==> config.mk <==
export PLATFORM = sky130hd
export DESIGN_NAME = pc_branch_unit
export DESIGN_NICKNAME = d
export VERILOG_FILES = /design/src/rtl/pc_branch_unit.sv
export SDC_FILE = /design/constraint.sdc
export NUM_CORES = 1
export LEC_CHECK = 0
export ABC_CLOCK_PERIOD_IN_PS = 3700
export CAP_MARGIN = 20
export CORE_MARGIN = 3
export CORE_UTILIZATION = 41
export DETAILED_ROUTE_END_ITERATION = 10
export GPL_TIMING_DRIVEN = 0
export PLACE_DENSITY_LB_ADDON = 0.05
export RECOVER_POWER = 100
export SYNTH_ARGS = -nofsm -noshare
export SYNTH_HDL_FRONTEND = slang
export SYNTH_SLANG_ARGS = --single-unit
export TNS_END_PERCENT = 30
==> constraint.sdc <==
create_clock -name clk -period 3.7 [get_ports clk]
set_input_delay 0.74 -clock clk [delete_from_list [all_inputs] [get_ports clk]]
set_output_delay 0.74 -clock clk [all_outputs]
set_load 0.02 [all_outputs]
==> src/rtl/pc_branch_unit.sv <==
// Program counter with conditional branch and flush control.
// Also owns the output-pin source select toggle.
module pc_branch_unit #(
    parameter logic [7:0] PC_RESET = 8'h00
) (
    input  logic       clk,
    input  logic       rst,
    input  logic       instr_valid,
    input  logic       bcf,
    input  logic       bbf,
    input  logic       buc,
    input  logic       toggleOut,
    input  logic       carry,
    input  logic       borrow,
    input  logic [7:0] r3,
    output logic [7:0] pc,
    output logic       flush,
    output logic       branch_taken,
    output logic       out_sel,
    output logic [7:0] pins_out
);

    typedef enum logic {
        RUN   = 1'b0,
        FLUSH = 1'b1
    } state_t;

    state_t     state;
    state_t     stateNext;
    logic [7:0] pcNext;
    logic       outSelNext;
    logic       takenNext;
    logic       retire;
    logic       branchReq;

    // A request only counts when running and the instruction retires.
    // Every branch type adds the same offset, so the buc > bcf > bbf
    // priority cannot change the result; only the toggle is outranked.
    always_comb begin
        retire    = (state == RUN) && instr_valid;
        branchReq = buc | (bcf & carry) | (bbf & borrow);
    end

    // State and datapath registers, synchronous reset.
    always_ff @(posedge clk) begin
        if (rst) begin
            state        <= RUN;
            pc           <= PC_RESET;
            out_sel      <= 1'b0;
            branch_taken <= 1'b0;
        end else begin
            state        <= stateNext;
            pc           <= pcNext;
            out_sel      <= outSelNext;
            branch_taken <= takenNext;
        end
    end

    // Next-state and next-datapath values.
    always_comb begin
        stateNext  = RUN;
        pcNext     = pc;
        outSelNext = out_sel;
        takenNext  = 1'b0;
        unique case (state)
            RUN: begin
                if (retire) begin
                    if (branchReq) begin
                        pcNext    = pc + r3;
                        stateNext = FLUSH;
                        takenNext = 1'b1;
                    end else begin
                        pcNext = pc + 8'd1;
                        if (toggleOut) begin
                            outSelNext = ~out_sel;
                        end
                    end
                end
            end
            FLUSH: begin
                stateNext = RUN;
            end
            default: begin
                stateNext = RUN;
            end
        endcase
    end

    // Outputs decoded from registered state.
    always_comb begin
        flush    = (state == FLUSH);
        pins_out = out_sel ? pc : r3;
    end

endmodule

==> results_dict.tcl, run 1 <==
# place-and-route summary
set metrics [dict create \
    cts_made_buffers 3 \
    postPlaceCellArea_um2 1200 \
    worst-path-buf-inv 1 \
    p_leak_nw 0.542 \
    top_cells_by_count "dfxtp_1, nand2_1, mux2_2" \
    end_kind "flip-flop" \
    drt_wl_total_um 2230 \
    path_class "input port to flip-flop" \
    r2r-end "pc[7]" \
    final.setup_skew_ns 0.00303 \
    drt_first_pass_iters 5 \
    syn-num-nets 124 \
    cp_data_arrival_time_ns 3.58 \
    ys_sh_simple_pct 22.2 \
    pg_seq_uw 128 \
    num_io_pins 36 \
    die_h_um 50.6 \
    edf_count 0 \
    setup_tns_ns 0 \
    viasPerCell 5.33 \
    ys_top_logic_family "simple AND/OR/NAND/NOR gates" \
    cp-startpoint "bcf" \
    power.switching_uw 134 \
    path_depth 9 \
    worstPathRequired_ns 3.87 \
    synth_seq_share_pct 24.5 \
    fillers 171 \
    ys_sh_aoi_pct 19.0 \
    pg_comb_uw 154 \
    endpoint "pc[7]" \
    ant_nets 0 \
    reg2reg_depth 6 \
    finalPower_uw 387 \
    hpwl_um 1760 \
    wl_met3_um 111 \
    post_cts_resized 0 \
    fp-row-count 15 \
    hold_viol 0 \
    yosysWarnings 0 \
    htree_levels 1 \
    post-route-period-util_pct 92.3 \
    slowest_stage "dlygate4sd3_1" \
    rsz0062_at_grt "no" \
    synth.area.mux_share_pct 12.4 \
    portBuffers 35 \
    grt_pass1_wl_um 3750 \
    clkPwrFrac_pct 27.2 \
    path_delay_family "AND-OR/OR-AND gates" \
    top_layer "met4" \
    cts_hold_buffers 0 \
    wl_met2_um 1190 \
    instances_no_fill 163 \
    grtUsageTotal_pct 19.5 \
    final_area_um2 1230 \
    start_kind "input port" \
    hold_start "pc[3]" \
    clock_latency_ns 0.28 \
    synth_flops 10 \
    antenna_found_initial 0 \
    cts.path.max_buffers 2 \
    syn_to_final_growth_pct 50.7 \
    dr.first_iter.drc_count 9 \
    worstMarginPinSlew_ns 0.596 \
    wire_per_inst_um 13.7 \
    setup_viol 0 \
    busiest_layer "met2" \
    clock.fmax_mhz 293 \
    xor_share_pct 3.22 \
    setup_slack_ns 0.285 \
    fin_util_pct 68.3 \
    placedCellCount 159 \
    cts_tree "built" \
    top_cells_by_area "dfxtp_1, mux2_2, ha_1, and2_1, nand2_1" \
    period_needed_ns 3.42 \
    drc 0 \
    die_area_um2 2560 \
    async_flop_share_pct 0 \
    final_nets 164 \
    grtUsageMet1_pct 20.0 \
    maxCapViolations 0 \
    yosysTopAreaCellShare_pct 24.5 \
    yosys_area_um2 817 \
    power_density_nw_per_um2 314 \
    switching_share_pct 34.5 \
    initCoreUtil_pct 45.3 \
    ys_types 35 \
    slew_violations 0 \
    synthAdderAreaFrac_pct 13.2 \
    grt_start_max_net_pins 11 \
    post-place-ws_ns 0.129 \
    cts_root_buf "clkbuf_4" \
    yosysTopAreaCell "dfxtp_1" \
    met1_length_um 893 \
    cp_cell_sequence "dlygate4sd3_1 > a221o_1 > and2_0 > ha_1 > a21o_1 > a31o_1 > or3_1 > a21oi_1 > mux2_1" \
    max-slew-margin-rel_pct 60.3 \
    maxPowerGroup "combinational logic" \
    gp_congestion 0.815 \
    seqPwrFrac_pct 33.0 \
    pg_clk_uw 105 \
    crit_fanout 8 \
    core_area_um2 1800 \
    cts_setup_buffers 0 \
    holdWs_ns 0.485 \
    vias 868 \
    p_int_uw 253 \
    syn_inst 99 \
    r2r-start "pc[4]" \
    n_antenna_cell 0 \
    comb_power_share_pct 39.8 \
    clkTransAtPathRegs_ns 0.08 \
    dieWidth_um 50.6 \
    ff_type "dfxtp_1" \
    clock-sinks 10 \
    hold_path.class "flip-flop to flip-flop" \
    tool_warnings 26 \
    ff2ff_setup_slack_ns 1.65 \
    final_layout_size_suffix_gt1_share_pct 9.42 \
    status "completed" \
    grt_use_met3_pct 4.75 \
    grt_pass1_vias 886 \
    syn_avg_cell_area_um2 8.25 \
    grt.met2_usage_pct 37.0 \
    yosys_cells 99 \
    ir_drop_mv 0.186 \
]
## run 1: state kept, by name, indices dropped and copies added, names as in the netlist
register      cells
branch_taken      1
out_sel           1
pc                8
## run 1: area by class of cell
type / count / area [um2] / share of cell area, %
multi-input combinational: 78 / 568 / 46.1
timing repair buffer: 35 / 350 / 28.5
sequential: 10 / 200 / 16.3
clock buffer: 4 / 36.3 / 2.95
tap: 25 / 31.3 / 2.54
buffer: 5 / 22.5 / 1.83
inverter: 6 / 22.5 / 1.83
## run 1: tightest hold or removal path, stage by stage, from the launching register on
cell     delay, ns
dfxtp_1       0.33
nand2_1       0.06
a21oi_1       0.05
## run 1: layout by cell type, fill, tap and decap left out, types with 2 or more instances in the layout
master	instances
a21o_1	2
a21oi_1	6
a31oi_1	2
and2_0	2
and2_1	4
clkbuf_1	4
clkbuf_4	3
clkdlybuf4s50_1	13
dfxtp_1	10
dlygate4sd3_1	22
ha_1	7
inv_1	6
mux2_2	8
nand2_1	10
nand2b_1	2
nand3_1	3
nor2_1	5
nor2b_1	3
o21ai_0	4
xor2_1	3
## run 1: cells by family (layout without fill, tap and decap cells)
family / after synthesis / after routing
AND/OR/NAND/NOR: 35 / 35
flip-flops: 10 / 10
multiplexers: 9 / 9
adder cells (fa/ha/maj): 8 / 8
buffers and inverters: 11 / 50
XOR/XNOR: 3 / 3
AND-OR/OR-AND: 23 / 23
## run 1: worst min-delay path by stage
stage | end | slack, ns | cells past startpoint
global route | pc[3] | 0.52 | 2
CTS | pc[3] | 0.49 | 2
detailed placement | pc[3] | 0.48 | 2
floorplan | pc[3] | 0.55 | 2
global placement | pc[3] | 0.48 | 2
finish | pc[3] | 0.48 | 2
==> run_1/met1.png <==
Supply wires on this layer in grey.
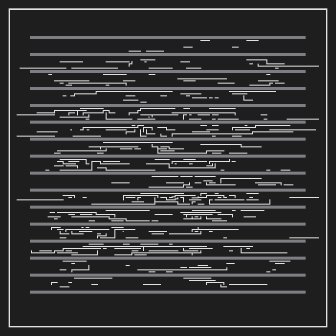
- share of all routed wire: 40%
- wire length on this layer: 893 um

==> run_1/met2.png <==
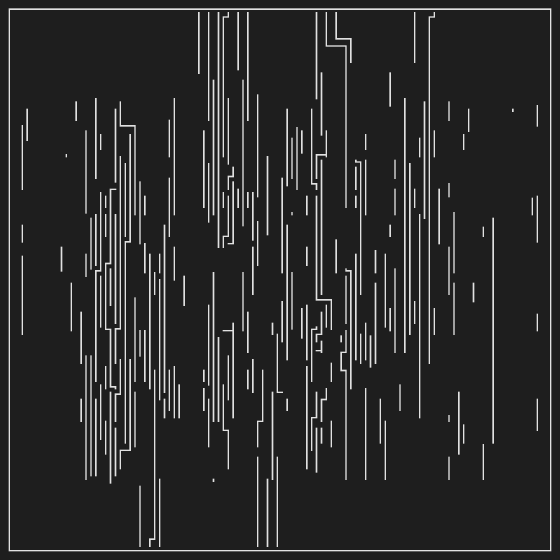
- longest straight run: 32.5 um
- nets with wire on the layer: 143
- wire length on this layer: 1190 um
- main direction: vertical

==> run_1/met3.png <==
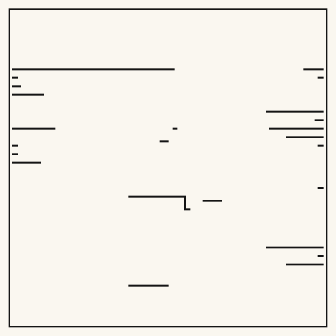
- nets with wire on the layer: 22
- main direction: horizontal
- share of all routed wire: 5.0%

==> run 2: changes to the inputs <==
--- a/config.mk
+++ b/config.mk
@@ -7,10 +7,13 @@
 export LEC_CHECK = 0
 export ABC_CLOCK_PERIOD_IN_PS = 3700
 export CAP_MARGIN = 20
-export CORE_MARGIN = 3
-export CORE_UTILIZATION = 41
+export CELL_PAD_IN_SITES_DETAIL_PLACEMENT = 0
+export CELL_PAD_IN_SITES_GLOBAL_PLACEMENT = 1
+export CORE_ASPECT_RATIO = 0.6
+export CORE_UTILIZATION = 29
 export DETAILED_ROUTE_END_ITERATION = 10
 export GPL_TIMING_DRIVEN = 0
+export HOLD_SLACK_MARGIN = 0.02
 export PLACE_DENSITY_LB_ADDON = 0.05
 export RECOVER_POWER = 100
 export SYNTH_ARGS = -nofsm -noshare
==> run_2/wire_density.png <==
Bar = 20 um. The die is cut into 14 by 9 equal tiles; dark purple is low, yellow is high, scaled to the fullest tile. Values are wire area over tile area, all layers added.
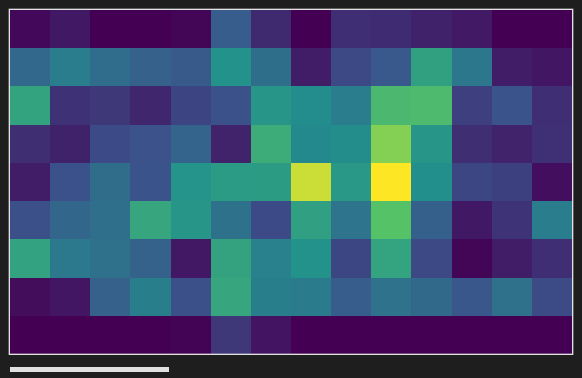
- mean over tiles: 0.12
- nearly empty tiles: 15%
- emptiest ninth of the die: lower right
- tiles over half the peak: 19%
- fullest tile: 0.43
- densest ninth of the die: centre

==> run_2/met2.png <==
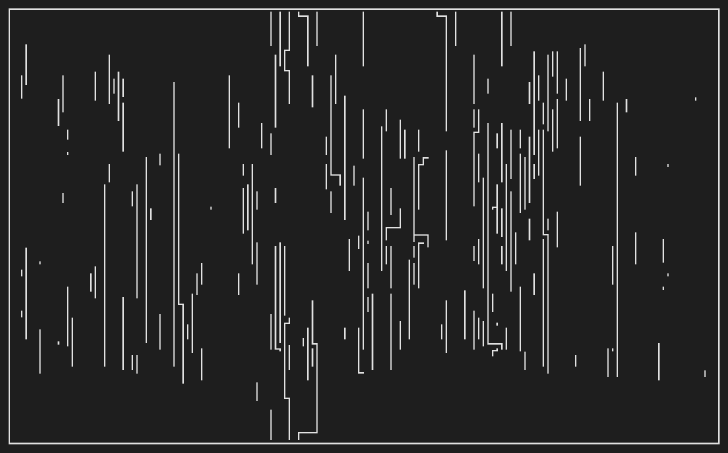
- share of all routed wire: 39%
- longest straight run: 28.2 um
- wire length on this layer: 868 um
- main direction: vertical
routed wire length: 2200 um
DR vias: 848
met2 GRT Util: 23.3%

==> run_2/met3.png <==
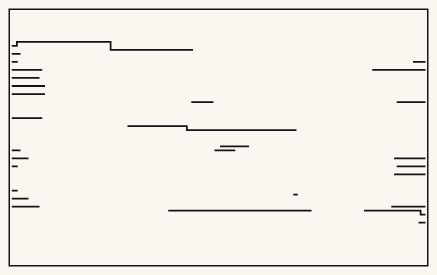
- nets with wire on the layer: 27
- longest straight run: 23.9 um
- wire length on this layer: 182 um

==> run 2 against run 1 <==
  * The flow now finishes with violations (DRC)
  * Synthesized cell count did not move
  * Via count is 2.3% lower
  * Cell area increased by 2.2%
  * Hold slack improved by 0.011 ns
  * Maximum frequency barely moved
  * Core utilization decreased by 20 points
  * Count of clock-buffer cells in the layout did not move
  * Total power increased by 9.7%
  * Largest cell class unchanged
==> results_dict.tcl, run 2 <==
# place-and-route summary
set metrics [dict create \
    gp_congestion 0.788 \
    start_kind "input port" \
    whs_path_depth 2 \
    violations "DRC" \
    final_layout_size_suffix_gt1_share_pct 9.42 \
    worstMarginPinSlew_ns 0.595 \
    ys_types 35 \
    clock_latency_ns 0.24 \
    portBuffers 35 \
    fp-row-count 14 \
    grt_pass1_wl_um 3500 \
    htree_levels 1 \
    max-slew-margin-rel_pct 60.3 \
    yosysWarnings 0 \
    ff_type "dfxtp_1" \
    wire_per_inst_um 13.0 \
    core_area_um2 2590 \
    regMostFlops "pc" \
    ant_nets 0 \
    crit_fanout 8 \
    syn_inst 99 \
    drt_first_pass_iters 7 \
    initCoreUtil_pct 31.5 \
    drc 2 \
    path_class "input port to flip-flop" \
    wl_met3_um 182 \
    holdWs_ns 0.496 \
    post-route-period-util_pct 92.3 \
    num_io_pins 36 \
    cts_tree "built" \
    cts_setup_buffers 0 \
    die_area_um2 3040 \
    hold_viol 0 \
    cp_data_arrival_time_ns 3.54 \
    async_flop_share_pct 0 \
    clock.fmax_mhz 293 \
    instances_no_fill 170 \
    largest_reg_flops 8 \
    ir_drop_mv 0.164 \
    antenna_found_initial 0 \
    busiest_layer "met2" \
    worstPathRequired_ns 3.82 \
    layout_top_cell "dlygate4sd3_1" \
    final.setup_skew_ns 0.00411 \
    syn_avg_cell_area_um2 8.25 \
    yosysTopAreaCellShare_pct 24.5 \
    clock-sinks 10 \
    met1_length_um 1140 \
    top_cells_by_area "dfxtp_1, mux2_2, ha_1, and2_1, nand2_1" \
    dr.first_iter.drc_count 33 \
    wl_met2_um 867 \
    logic_area_um2 568 \
    period_needed_ns 3.42 \
    fillers 260 \
    tool_warnings 26 \
    edf_count 0 \
    grtUsageTotal_pct 15.9 \
    hpwl_um 1700 \
    synth_flops 10 \
    maxCapViolations 0 \
    setup_viol 0 \
    die_h_um 43.1 \
    cts_root_buf "clkbuf_8" \
    yosys_area_um2 817 \
    dieWidth_um 70.5 \
    fin_util_pct 48.6 \
    end_kind "flip-flop" \
    placedCellCount 166 \
    status "finished, violations left" \
    setup_tns_ns 0 \
    yosysTopAreaCell "dfxtp_1" \
    reg_top3 "pc x8, branch_taken x1, out_sel x1" \
    rsz0062_at_grt "no" \
    cts_made_buffers 3 \
    top_layer "met4" \
]
-- run 2: cell counts after synthesis --
No cell type changed its count.
-- run 2: kinds of logic (layout without fill, tap and decap cells) --
kind of cell             Yosys count  in the layout  synth area share [%]
XOR/XNOR                           3              3                  3.22
AND/OR/NAND/NOR                   35             35                  22.2
AND-OR/OR-AND                     23             23                  19.0
multiplexers                       9              9                  12.4
flip-flops                        10             10                  24.5
buffers and inverters             11             50                  5.51
adder cells (fa/ha/maj)            8              8                  13.2
-- run 2: worst paths after layout --
check / startpoint / endpoint / slack [ns]
max: bcf / pc[7] / 0.28
min: pc[3] / pc[3] / 0.50
max reg2reg: pc[4] / pc[7] / 1.57
min reg2reg: pc[3] / pc[3] / 0.50
-- run 2: where the power goes --
part	internal (mW)	leakage (nW)	switching [mW]	total, mW
Sequential	0.119	0.0822	0.0102	0.129
Combinational	0.0757	0.439	0.0797	0.155
Clock	0.0938	0.0288	0.0461	0.140
Total	0.288	0.550	0.136	0.424
-- run 2: layout make-up --
class / instances / area share, %
clock buffers: 4 / 4.37
plain buffers: 5 / 1.79
well taps: 32 / 3.18
flip-flops and latches: 10 / 15.9
inverters: 6 / 1.79
repair buffers: 35 / 27.8
multi-input cells: 78 / 45.1
-- run 2: worst max-delay path, stage by stage --
cell and delay, ns:
clkdlybuf4s50_1 0.42, a221o_1 0.50, and2_0 0.22, ha_1 0.33, a21o_1 0.22, a31o_1 0.22, or3_1 0.34, a21oi_1 0.21
mux2_1 0.35
-- run 2: stage by stage --
stage / setup slack, ns / cell area, um2
6_report: 0.284 / 1260
3_3_place_gp: 0.0932 / 1210
5_1_grt: 0.185 / 1260
2_1_floorplan: 0.773 / 817
3_5_place_dp: 0.0729 / 1210
4_1_cts: 0.321 / 1260
==> run 3: changes to the inputs <==
--- a/config.mk
+++ b/config.mk
@@ -16,7 +16,7 @@
 export HOLD_SLACK_MARGIN = 0.02
 export PLACE_DENSITY_LB_ADDON = 0.05
 export RECOVER_POWER = 100
+export SETUP_SLACK_MARGIN = 0.5
 export SYNTH_ARGS = -nofsm -noshare
 export SYNTH_HDL_FRONTEND = slang
 export SYNTH_SLANG_ARGS = --single-unit
-export TNS_END_PERCENT = 30
==> run_3/final_clocks.png <==
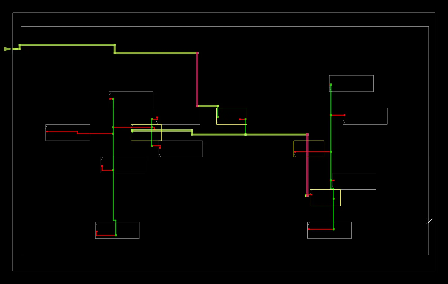
clkbuf count: 4
CTS buffer count: 3
Clock Sinks: 10

==> run_3/met1.png <==
Supply wires on this layer in grey.
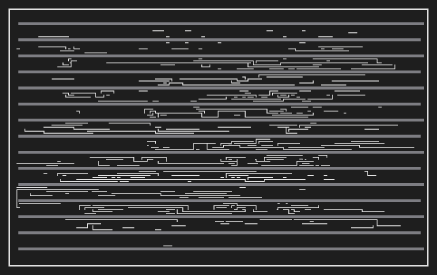
- share of all routed wire: 52%
- nets with wire on the layer: 139
- wire length on this layer: 1170 um
- longest straight run: 28.5 um
M1 GR Usage: 21.3%
DR vias: 845

==> run_3/wire_density.png <==
Bar = 20 um. The die is cut into 14 by 9 equal tiles; dark purple is low, yellow is high, scaled to the fullest tile. Values are wire area over tile area, all layers added.
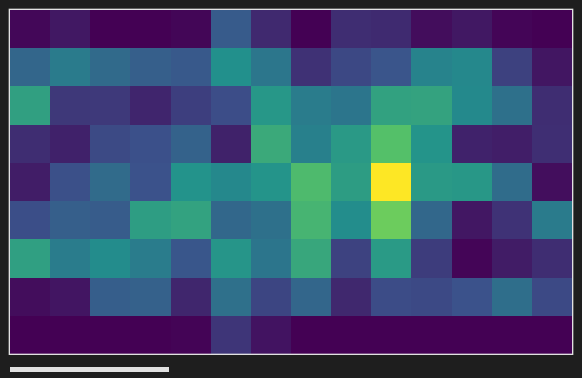
- fullest tile: 0.44
- densest ninth of the die: centre
- mean over tiles: 0.12
- tiles over half the peak: 18%
- emptiest ninth of the die: lower right
- nearly empty tiles: 16%

==> run 3 against run 2 <==
  * The run still ends with DRC left
  * Clock skew rose by 0.00096 ns
  * Count of clock-buffer cells in the layout unchanged
  * Sequential share of layout area shrank 0.90 points
  * Sequential power about the same
  * First-iteration DRC count rose by 3.0%
  * Wire length increased by 1.5%
  * Critical path depth stayed put
  * Die size did not move
  * Critical endpoint unchanged
  * Largest cell class unchanged
==> results_dict.tcl, run 3 <==
# place-and-route summary
set metrics [dict create \
    setup_slack_ns 0.409 \
    yosysTopAreaCellShare_pct 24.5 \
    yosys_area_um2 817 \
    endpoint "pc[7]" \
    portBuffers 35 \
    cp_cell_sequence "dlygate4sd3_1 > a221o_1 > and2_0 > ha_2 > a21o_1 > a31o_1 > or3_1 > a21oi_2 > mux2_4" \
    cts_hold_buffers 0 \
    instances_no_fill 171 \
    clkTransAtPathRegs_ns 0.05 \
    num_io_pins 36 \
    end_kind "flip-flop" \
    async_flop_share_pct 0 \
    cp_slowest_stage_delay_ns 0.55 \
    drt_first_pass_iters 7 \
    post-route-period-util_pct 89.0 \
    setup_tns_ns 0 \
    fin_util_pct 51.4 \
    met1_length_um 1170 \
    yosysWarnings 0 \
    yosysTopAreaCell "dfxtp_1" \
    placedCellCount 166 \
    holdWs_ns 0.502 \
    dr.first_iter.drc_count 34 \
    grtUsageTotal_pct 16.1 \
    fillers 249 \
    setup_viol 0 \
    hold_viol 0 \
    worstMarginPinSlew_ns 0.597 \
    r2r-start "pc[4]" \
    top_cells_by_area "dfxtp_1, mux2_2, ha_1, and2_1, nand2_1" \
    final_layout_size_suffix_gt1_share_pct 18.0 \
    die_area_um2 3040 \
    ir_drop_mv 0.166 \
    cp-startpoint "bbf" \
    clock_latency_ns 0.24 \
    gp_congestion 0.788 \
    period_needed_ns 3.29 \
    ff2ff_setup_slack_ns 1.71 \
    cts_root_buf "clkbuf_8" \
    syn_avg_cell_area_um2 8.25 \
    core_area_um2 2590 \
    post-place-ws_ns 0.0729 \
    rsz0062_at_grt "no" \
    cts_tree "built" \
    slowest_stage "dlygate4sd3_1" \
    htree_levels 1 \
    top_layer "met4" \
    path_class "input port to flip-flop" \
    regMostFlops "pc" \
    ant_nets 0 \
    syn_inst 99 \
    wire_per_inst_um 13.1 \
    clock.fmax_mhz 304 \
    cts_setup_buffers 1 \
    syn_to_final_growth_pct 63.2 \
    tool_warnings 26 \
    worstPathRequired_ns 3.82 \
    reg_top3 "pc x8, branch_taken x1, out_sel x1" \
    drc 2 \
    edf_count 0 \
    final.setup_skew_ns 0.00508 \
    dieWidth_um 70.5 \
    fp-row-count 14 \
    largest_reg_flops 8 \
    die_h_um 43.1 \
    start_kind "input port" \
    violations "DRC" \
    logic_area_um2 633 \
    min_to "pc[0]" \
    max-slew-margin-rel_pct 60.2 \
    whs_path_depth 2 \
    layout_top_cell "dlygate4sd3_1" \
    grt_pass1_wl_um 3540 \
    initCoreUtil_pct 31.5 \
    status "finished, violations left" \
    drt_wl_total_um 2240 \
    wl_met2_um 890 \
    crit_fanout 8 \
    ff_type "dfxtp_1" \
    r2r-end "pc[7]" \
    antenna_found_initial 0 \
    hold_start "pc[0]" \
    ys_types 35 \
    wl_met3_um 162 \
    synth_flops 10 \
    maxCapViolations 0 \
    cp_data_arrival_time_ns 3.42 \
    hpwl_um 1700 \
]
-- run 3: cell counts after synthesis --
No cell type changed its count.
-- run 3: worst max-delay path: cells and delay by family --
| kind | cells | cell delay [ns] |
|---|---|---|
| buffers and inverters | 1 | 0.55 |
| AND/OR/NAND/NOR | 2 | 0.54 |
| multiplexers | 1 | 0.31 |
| adder cells (fa/ha/maj) | 1 | 0.19 |
| AND-OR/OR-AND | 4 | 1.07 |
-- run 3: cell type report --
type	instances	area share (%)
buffer	5	1.69
clock buffer	4	4.13
inverter	6	1.69
multi-input combinational	78	47.5
sequential	10	15.0
tap	32	3.00
timing repair buffer	36	27.0
-- run 3: cells by family (layout without fill, tap and decap cells) --
group,after synthesis,after routing,synth area share (%)
xor gates and xnor gates,3,3,3.22
muxes,9,9,12.4
buffers and inverters,11,51,5.51
AOI/OAI and AO/OA,23,23,19.0
adders and majority gates,8,8,13.2
DFF,10,10,24.5
and+or+nand+nor,35,35,22.2
-- run 3: metal layers --
| metal | GRT usage (%) | up-vias |
|---|---|---|
| met1 | 21.3 | 380 |
| met3 | 6.89 | 4 |
| met4 | 4.90 | 0 |
| li1 | - | 433 |
| met5 | 0 | - |
| met2 | 23.7 | 28 |
-- run 3: stage by stage --
| step | power (mW) | cell area, um2 |
|---|---|---|
| after detailed placement | 0.294 | 1210 |
| after global placement | 0.292 | 1210 |
| final | 0.440 | 1330 |
| after global routing | 0.470 | 1330 |
| after CTS | 0.445 | 1300 |
| after floorplan | 0.224 | 817 |
-- run 3: report_power, final --
group          leakage (nW)  internal, mW  total, mW  switching [mW]
clock                0.0288        0.0938      0.139          0.0456
combinational         0.451        0.0868      0.170          0.0837
sequential           0.0822         0.119      0.131          0.0120
Power and IR drop assume default switching activity.
